File: config.mk
export PLATFORM = sky130hd
export DESIGN_NAME = pipeline_hazard_ctrl
export DESIGN_NICKNAME = d
export VERILOG_FILES = /design/src/rtl/cpu_types_pkg.sv /design/src/rtl/load_use_detect.sv /design/src/rtl/pipeline_hazard_ctrl.sv
export SDC_FILE = /design/constraint.sdc
export NUM_CORES = 1
export LEC_CHECK = 0
export CAP_MARGIN = 20
export CORE_MARGIN = 2
export CORE_UTILIZATION = 25
export DETAILED_ROUTE_END_ITERATION = 10
export GPL_ROUTABILITY_DRIVEN = 0
export SYNTH_ARGS = -nofsm -noshare
export SYNTH_HDL_FRONTEND = slang
export SYNTH_HIERARCHICAL = 1
export SYNTH_SLANG_ARGS = --single-unit
File: constraint.sdc
create_clock -name CLK -period 4.8 [get_ports CLK]
set_input_delay 0.96 -clock CLK [delete_from_list [all_inputs] [get_ports CLK]]
set_output_delay 0.96 -clock CLK [all_outputs]
set_load 0.005 [all_outputs]
File: src/rtl/cpu_types_pkg.sv
// Shared CPU types: register index, data word, hazard controller state.
package cpu_types_pkg;

    typedef logic [4:0]  regbits_t;
    typedef logic [31:0] word_t;

    typedef enum logic [1:0] {
        RUN    = 2'd0,
        DWAIT  = 2'd1,
        HALTED = 2'd2
    } hazard_state_t;

    localparam word_t WORD_MAX = 32'hFFFF_FFFF;

    // Increment that sticks at the all-ones value instead of wrapping.
    function automatic word_t sat_inc(input word_t v);
        return (v == WORD_MAX) ? v : v + 32'd1;
    endfunction

endpackage

File: src/rtl/load_use_detect.sv
// Load-use hazard detect: the load in ID/EX writes a register the
// instruction in IF/ID reads. Register 0 is never a real dependency.
module load_use_detect
    import cpu_types_pkg::*;
(
    input  logic     idex_dmemREN,
    input  regbits_t idex_rt,
    input  regbits_t ifid_rs,
    input  regbits_t ifid_rt,
    output logic     lu
);

    logic w_nonzero;
    logic w_match;

    assign w_nonzero = (idex_rt != 5'd0);
    assign w_match   = (idex_rt == ifid_rs) || (idex_rt == ifid_rt);
    assign lu        = idex_dmemREN && w_nonzero && w_match;

endmodule

File: src/rtl/pipeline_hazard_ctrl.sv
// Central stall/flush controller for the 5-stage pipeline. Latch and PC
// controls are combinational from the inputs and the HALTED state; the
// state machine and performance counters are clocked.
module pipeline_hazard_ctrl
    import cpu_types_pkg::*;
(
    input  logic     CLK,
    input  logic     nRST,
    input  logic     ihit,
    input  logic     dhit,
    input  logic     exmem_dmemREN,
    input  logic     exmem_dmemWEN,
    input  logic     idex_dmemREN,
    input  regbits_t idex_rt,
    input  regbits_t ifid_rs,
    input  regbits_t ifid_rt,
    input  logic     ex_redirect,
    input  logic     memwb_halt,
    output logic     pc_wen,
    output logic     ifid_wen,
    output logic     ifid_flush,
    output logic     idex_wen,
    output logic     idex_flush,
    output logic     exmem_wen,
    output logic     exmem_flush,
    output logic     memwb_wen,
    output logic     memwb_flush,
    output logic     halted,
    output word_t    stall_count,
    output word_t    flush_count
);

    hazard_state_t r_state;
    hazard_state_t w_next;
    word_t         r_stall_count;
    word_t         r_flush_count;

    logic w_lu;
    logic w_mem_wait;
    logic w_redirect_fire;
    logic w_pc_wen, w_ifid_wen, w_ifid_flush, w_idex_wen, w_idex_flush;
    logic w_exmem_wen, w_exmem_flush, w_memwb_wen, w_memwb_flush;

    load_use_detect u_lu (
        .idex_dmemREN (idex_dmemREN),
        .idex_rt      (idex_rt),
        .ifid_rs      (ifid_rs),
        .ifid_rt      (ifid_rt),
        .lu           (w_lu)
    );

    assign w_mem_wait = (exmem_dmemREN || exmem_dmemWEN) && !dhit;

    // State register; reset mid-wait drops straight back to RUN.
    always_ff @(posedge CLK or negedge nRST) begin
        if (!nRST) r_state <= RUN;
        else       r_state <= w_next;
    end

    // Priority mux for latch controls plus next-state; DWAIT and RUN share outputs.
    always_comb begin
        w_next          = r_state;
        w_redirect_fire = 1'b0;
        w_pc_wen        = 1'b1;
        w_ifid_wen      = 1'b1;
        w_idex_wen      = 1'b1;
        w_exmem_wen     = 1'b1;
        w_memwb_wen     = 1'b1;
        w_ifid_flush    = 1'b0;
        w_idex_flush    = 1'b0;
        w_exmem_flush   = 1'b0;
        w_memwb_flush   = 1'b0;
        if (r_state == HALTED) begin
            w_pc_wen    = 1'b0;
            w_ifid_wen  = 1'b0;
            w_idex_wen  = 1'b0;
            w_exmem_wen = 1'b0;
            w_memwb_wen = 1'b0;
        end else if (w_mem_wait) begin
            // Freeze everything up to EX/MEM; push a bubble into WB.
            w_pc_wen      = 1'b0;
            w_ifid_wen    = 1'b0;
            w_idex_wen    = 1'b0;
            w_exmem_wen   = 1'b0;
            w_memwb_flush = 1'b1;
            w_next        = DWAIT;
        end else begin
            if (ex_redirect) begin
                w_redirect_fire = 1'b1;
                w_ifid_flush    = 1'b1;
                w_idex_flush    = 1'b1;
            end else if (w_lu) begin
                w_pc_wen     = 1'b0;
                w_ifid_wen   = 1'b0;
                w_idex_flush = 1'b1;
            end else if (!ihit) begin
                w_pc_wen     = 1'b0;
                w_ifid_flush = 1'b1;
            end
            // Halt only takes effect once no memory access is outstanding.
            w_next = memwb_halt ? HALTED : RUN;
        end
    end

    // Performance counters; saturate rather than wrap.
    always_ff @(posedge CLK or negedge nRST) begin
        if (!nRST) begin
            r_stall_count <= '0;
            r_flush_count <= '0;
        end else begin
            if ((r_state != HALTED) && !w_pc_wen)
                r_stall_count <= sat_inc(r_stall_count);
            if (w_redirect_fire)
                r_flush_count <= sat_inc(r_flush_count);
        end
    end

    // Controls are forced quiet while reset is held.
    assign pc_wen      = nRST && w_pc_wen;
    assign ifid_wen    = nRST && w_ifid_wen;
    assign ifid_flush  = nRST && w_ifid_flush;
    assign idex_wen    = nRST && w_idex_wen;
    assign idex_flush  = nRST && w_idex_flush;
    assign exmem_wen   = nRST && w_exmem_wen;
    assign exmem_flush = nRST && w_exmem_flush;
    assign memwb_wen   = nRST && w_memwb_wen;
    assign memwb_flush = nRST && w_memwb_flush;

    assign halted      = (r_state == HALTED);
    assign stall_count = r_stall_count;
    assign flush_count = r_flush_count;

endmodule

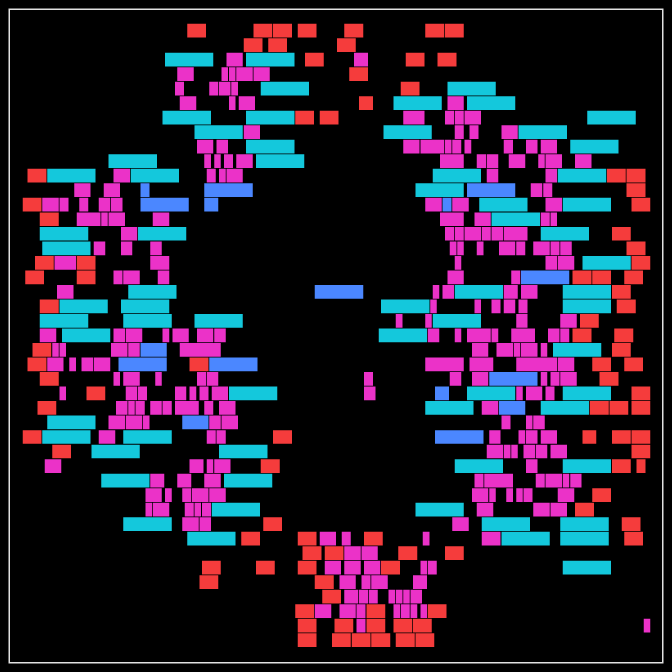
**Above:** run 1 (cell classes on the final placement).
| color | class | cells | share of their area |
|---|---|---|---|
| magenta | remaining logic cells | 263 | 38% |
| blue | clock drivers and dummy loads | 16 | 6.2% |
| cyan | registers | 66 | 35% |
| red | remaining buffers and delay cells | 98 | 21% |
Final Util: 35.80%
Rows: 43
Finished Cell Area: 4931 um2

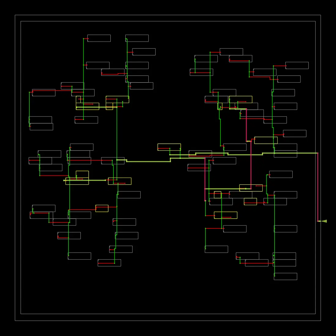
**Above:** run 1 (clock nets).
clk sinks: 66
worst-skew pair later-pin latency: 330 ps
CTS buffer count: 9
Clk. pwr: 0.000630 W

==> impl_metrics.yaml, run 1 <==
# flow metrics
run_status:
  outcome: "complete, no violations"
yosys:
  netlist.area_leader.share_pct: 47.31
  top_cell: "dfrtp_1"
  yosys_cells: 336
  synthesis.nets: 362
  ys_types: 46
  synth_area_per_cell_um2: 10.39
  ys_warn_count: 6
  ys_dominant_reg_cell: "dfrtp_1"
  synth_seq_share_pct: 47.31
  yosysTopAreaCell: "dfrtp_1"
  edf_count: 0
  synth_cells: 336
  ys.flops: 66
  yosys-top-cells-count: "dfrtp_1, xnor2_1, nand3_1"
critical_path:
  cp-startpoint: "idex_rt[1]"
  cp.arrival_ps: 3040
  slowest_stage: "or4_1"
  rr_startpoint: "stall_count[0]"
  path_depth: 7
  r2r_cells: 6
  cp_cell_sequence: "clkdlybuf4s50_1 > or4_1 > o21ai_1 > a21oi_1 > nor2b_1 > o21a_1 > clkdlybuf4s50_1"
  rrSetupSlack_ps: 2640
  crit_buf_inv: 2
  cp_max_fo: 4
  cpMostUsedCell: "clkdlybuf4s50_1"
  criticalPathCategory: "primary input to output pin"
  max_stage_delay_ps: 560
  start_kind: "primary input"
routing:
  wl_met3_um: 572
  ant_nets: 0
  highest_layer: "met4"
  via_per_inst: 4.703
  first_pass_iters: 4
  wl_met1_mm: 3.999
  drc: 0
  routed_wl_mm: 9.169
  wire_per_inst_um: 14.72
  via_count: 2930
hold_path:
  hold_start: "stall_count[31]"
grt:
  grt_pass1_wl_mm: 15.12
  grt-busiest-layer: "met2"
  track_usage_pct: 12.93
  antenna_found_initial: 0
  grt.met2_usage_pct: 21.44
sta:
  timing.fmax_mhz: 250.2
  drv_slew: 0
  final-hold-violation-count: 0
  tns_ps: 0
  tightest_slew_ps: 839.0
  skew_ps: 7.153
  fin_ws_ps: 803.0
  rsz0062_at_grt: "false"
  finalClockPeriodUsage_pct: 83.27
cells_and_area:
  fin_nets: 464
  diodes: 0
  areaGrowthSynthToFinish_pct: 41.25
job:
  warnings: 26
  max-cap-violations: 0
power_and_ir_drop:
  leakagePower_nw: 2.050
  comb_power_w: 0.000256
  p_per_area_nw_per_um2: 311.5
  clkPwrFrac_pct: 41.0
  switchingPower_w: 0.0004067
  switching_share_pct: 26.47
  share_comb_of_total_power_pct: 16.7
  p_int_w: 0.001129
  vdd.ir_drop.worst_uv: 141.9
floorplanning:
  io_pins: 98
  die_x_um: 122.2
  fp_util_pct: 25.35
  die_area_um2: 14920
  die_y_um: 122.2
clock_tree:
  h-tree-depth: 3
  cts_setup_buffers: 0
  cts_tree: "built"
  cts_hold_buf: 0
  cts.reportedPaths.clkPinSlew_ps: 50
  cts_root_buffer: "clkbuf_16"
  clock_path_buffers: 2
place:
  io_buffer_count: 96
  dp_cells: 607
  dp_hpwl_mm: 6.819
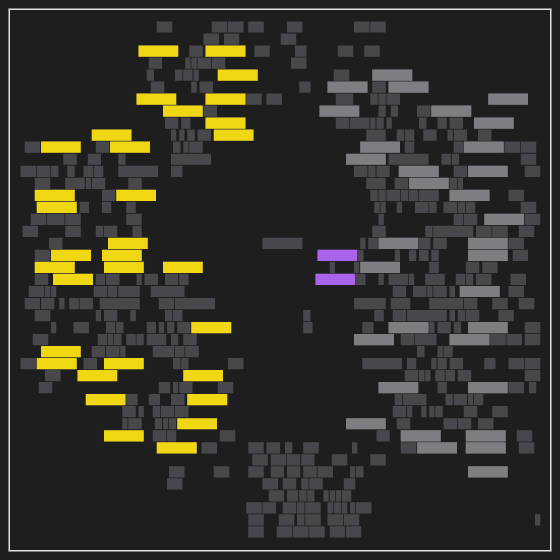
**Above:** run 1 (where the registers sit).
Other sequential cells in the stronger gray, the rest of the logic in the fainter gray.
| color | netlist name | placed flops |
|---|---|---|
| purple | r_state | 2 |
| yellow | flush_count | 32 |

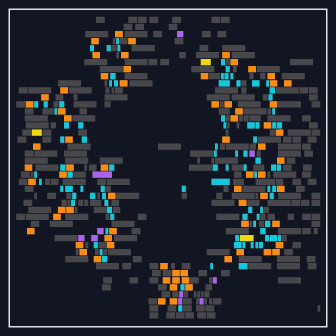
**Above:** run 1 (logic cells by family).
| color | family | cells |
|---|---|---|
| yellow | mux cells | 3 |
| purple | aoi and oai cells | 10 |
| orange | xor and xnor cells | 71 |
| cyan | nand cells | 90 |
Comb/total area: 35.65%
post-route insts no fill: 623

-- run 1: cell families after synthesis --
logic type | Yosys count | share of synthesized area [%]
AND/OR/NAND/NOR | 165 | 27.96
XOR/XNOR | 71 | 17.81
flip-flops | 66 | 47.31
buffers and inverters | 16 | 2.330
AND-OR/OR-AND | 12 | 2.688
multiplexers | 3 | 1.075
adder cells (fa/ha/maj) | 2 | 0.7167
other | 1 | 0.1074
-- run 1: cell type report --
type / count / area [um2] / share of cell area (%)
Sequential cell: 66 / 1652 / 33.49
Timing Repair Buffer: 98 / 970.9 / 19.69
Clock buffer: 12 / 266.5 / 5.405
Inverter: 9 / 33.78 / 0.6851
Tap cell: 180 / 225.2 / 4.567
Clock inverter: 4 / 25.02 / 0.5075
Multi-Input combinational cell: 254 / 1758 / 35.65
**Run 1: clock network drawn from the DEF**

Scale bar: 20 um.
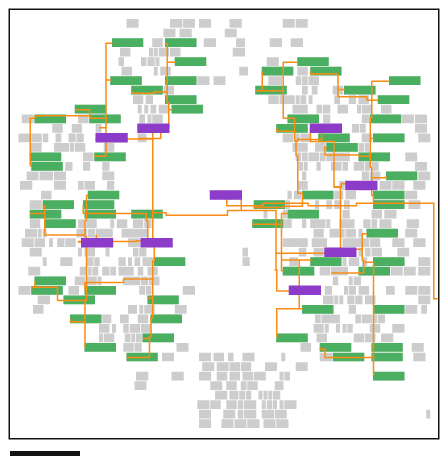

==> run 1 -> run 2 <==
==> constraint.sdc (replaced) <==
create_clock -name CLK -period 3.3 [get_ports CLK]
set_input_delay 0.66 -clock CLK [delete_from_list [all_inputs] [get_ports CLK]]
set_output_delay 0.66 -clock CLK [all_outputs]
set_load 0.005 [all_outputs]
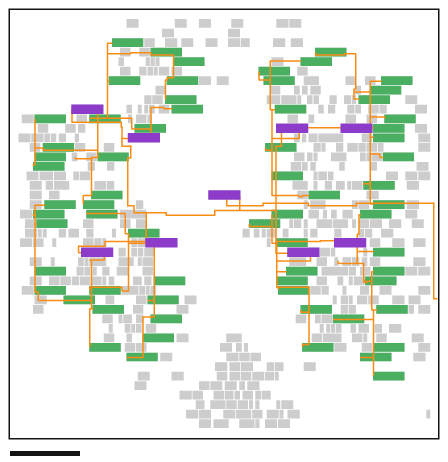
**Above:** run 2 (clock network drawn from the DEF).
Scale bar: 20 um.
[orange] clock wires | length: 962 um
[green] flip-flops | count: 66
[purple] clock-net drivers | count: 9
routed clock nets: 10
Clk pwr share: 40.4%
Clk. pwr: 0.000895 W

==> run 2 against run 1 <==
Sequential power increased by 45%; combinational power increased by 48%; synthesized area did not move; largest cell class unchanged; first-iteration DRC count increased by 1.1%.
==> impl_metrics.yaml, run 2 <==
# flow metrics
critical_path:
  rr_startpoint: "stall_count[0]"
  r2r_cells: 6
  cp_max_fo: 3
  cp_cell_sequence: "clkdlybuf4s50_1 > xor2_1 > nor3_1 > nand3_1 > a21oi_2 > buf_4 > nor2_1 > nor2_1 > clkdlybuf4s50_1"
  start_kind: "primary input"
  max_stage_delay_ps: 520
  criticalPathCategory: "primary input to output pin"
yosys:
  yosys_cells: 336
  synth_area_per_cell_um2: 10.39
  ys.flops: 66
  synth-xor-area-share_pct: 17.81
  yosys-top-cells-count: "dfrtp_1, xnor2_1, nand3_1"
  ys_sh_simple_pct: 27.96
  top_cell: "dfrtp_1"
  netlist.area_leader.share_pct: 47.31
  yosysTopAreaCell: "dfrtp_1"
  synth_seq_share_pct: 47.31
clock_tree:
  clock_path_buffers: 2
  cts_sinks: 66
  cts_root_buffer: "clkbuf_16"
  cts_hold_buf: 0
  cts_made_buffers: 9
  insertion_delay_ps: 330
  cts_setup_buffers: 0
  cts_tree: "built"
  h-tree-depth: 3
floorplanning:
  rows: 43
  fp_util_pct: 25.35
  die_y_um: 122.2
  io_pins: 98
  die_x_um: 122.2
  die_area_um2: 14920
sta:
  drv_slew: 0
  finalClockPeriodUsage_pct: 96.58
  skew_ps: 4.022
  tightest_slew_ps: 830.1
  final-hold-violation-count: 0
  tns_ps: 0
  fin_ws_ps: 112.8
power_and_ir_drop:
  leakagePower_nw: 2.143
cells_and_area:
  fin_nets: 470
  combGateArea_um2: 1770
  seqCellArea_um2: 1652
  design_area_um2: 4992
  clkCellAreaFrac_pct: 5.689
  comb_share_pct: 35.46
  areaGrowthSynthToFinish_pct: 43.01
  final_util_pct: 36.25
  nNonClkBuffers: 104
grt:
  grt_pass1_wl_mm: 15.02
  grt-busiest-layer: "met2"
  track_usage_pct: 12.90
routing:
  via_per_inst: 4.661
  drc: 0
  via_count: 2932
  wl_met3_um: 485
  ant_nets: 0
  first_pass_iters: 5
job:
  warnings: 26
place:
  io_buffer_count: 96
  dp_cells: 613
hold_path:
  hold_start: "flush_count[31]"
run_status:
  outcome: "complete, no violations"
run 2: worst max path at each step:
| stage | from | slack, ps | endpoint | depth (start not counted) |
|---|---|---|---|---|
| 6_report | ifid_rt[3] | 110 | idex_flush | 9 |
| 3_5_place_dp | idex_rt[0] | -70 | idex_flush | 9 |
| 3_3_place_gp | idex_rt[4] | 5 | ifid_wen | 7 |
| 5_1_grt | ifid_rt[3] | 40 | idex_flush | 9 |
| 2_1_floorplan | idex_rt[0] | 770 | stall_count[24] | 10 |
| 4_1_cts | idex_rt[0] | 6 | idex_flush | 9 |
run 2: where the power goes:
part	internal [W]	leakage [nW]	switching, W	total (W)
clock	0.000567	0.143	0.000327	0.000895
combinational	0.000213	1.12	0.000164	0.000378
sequential	0.000867	0.878	0.0000737	0.000941
Power and IR drop assume default switching activity.
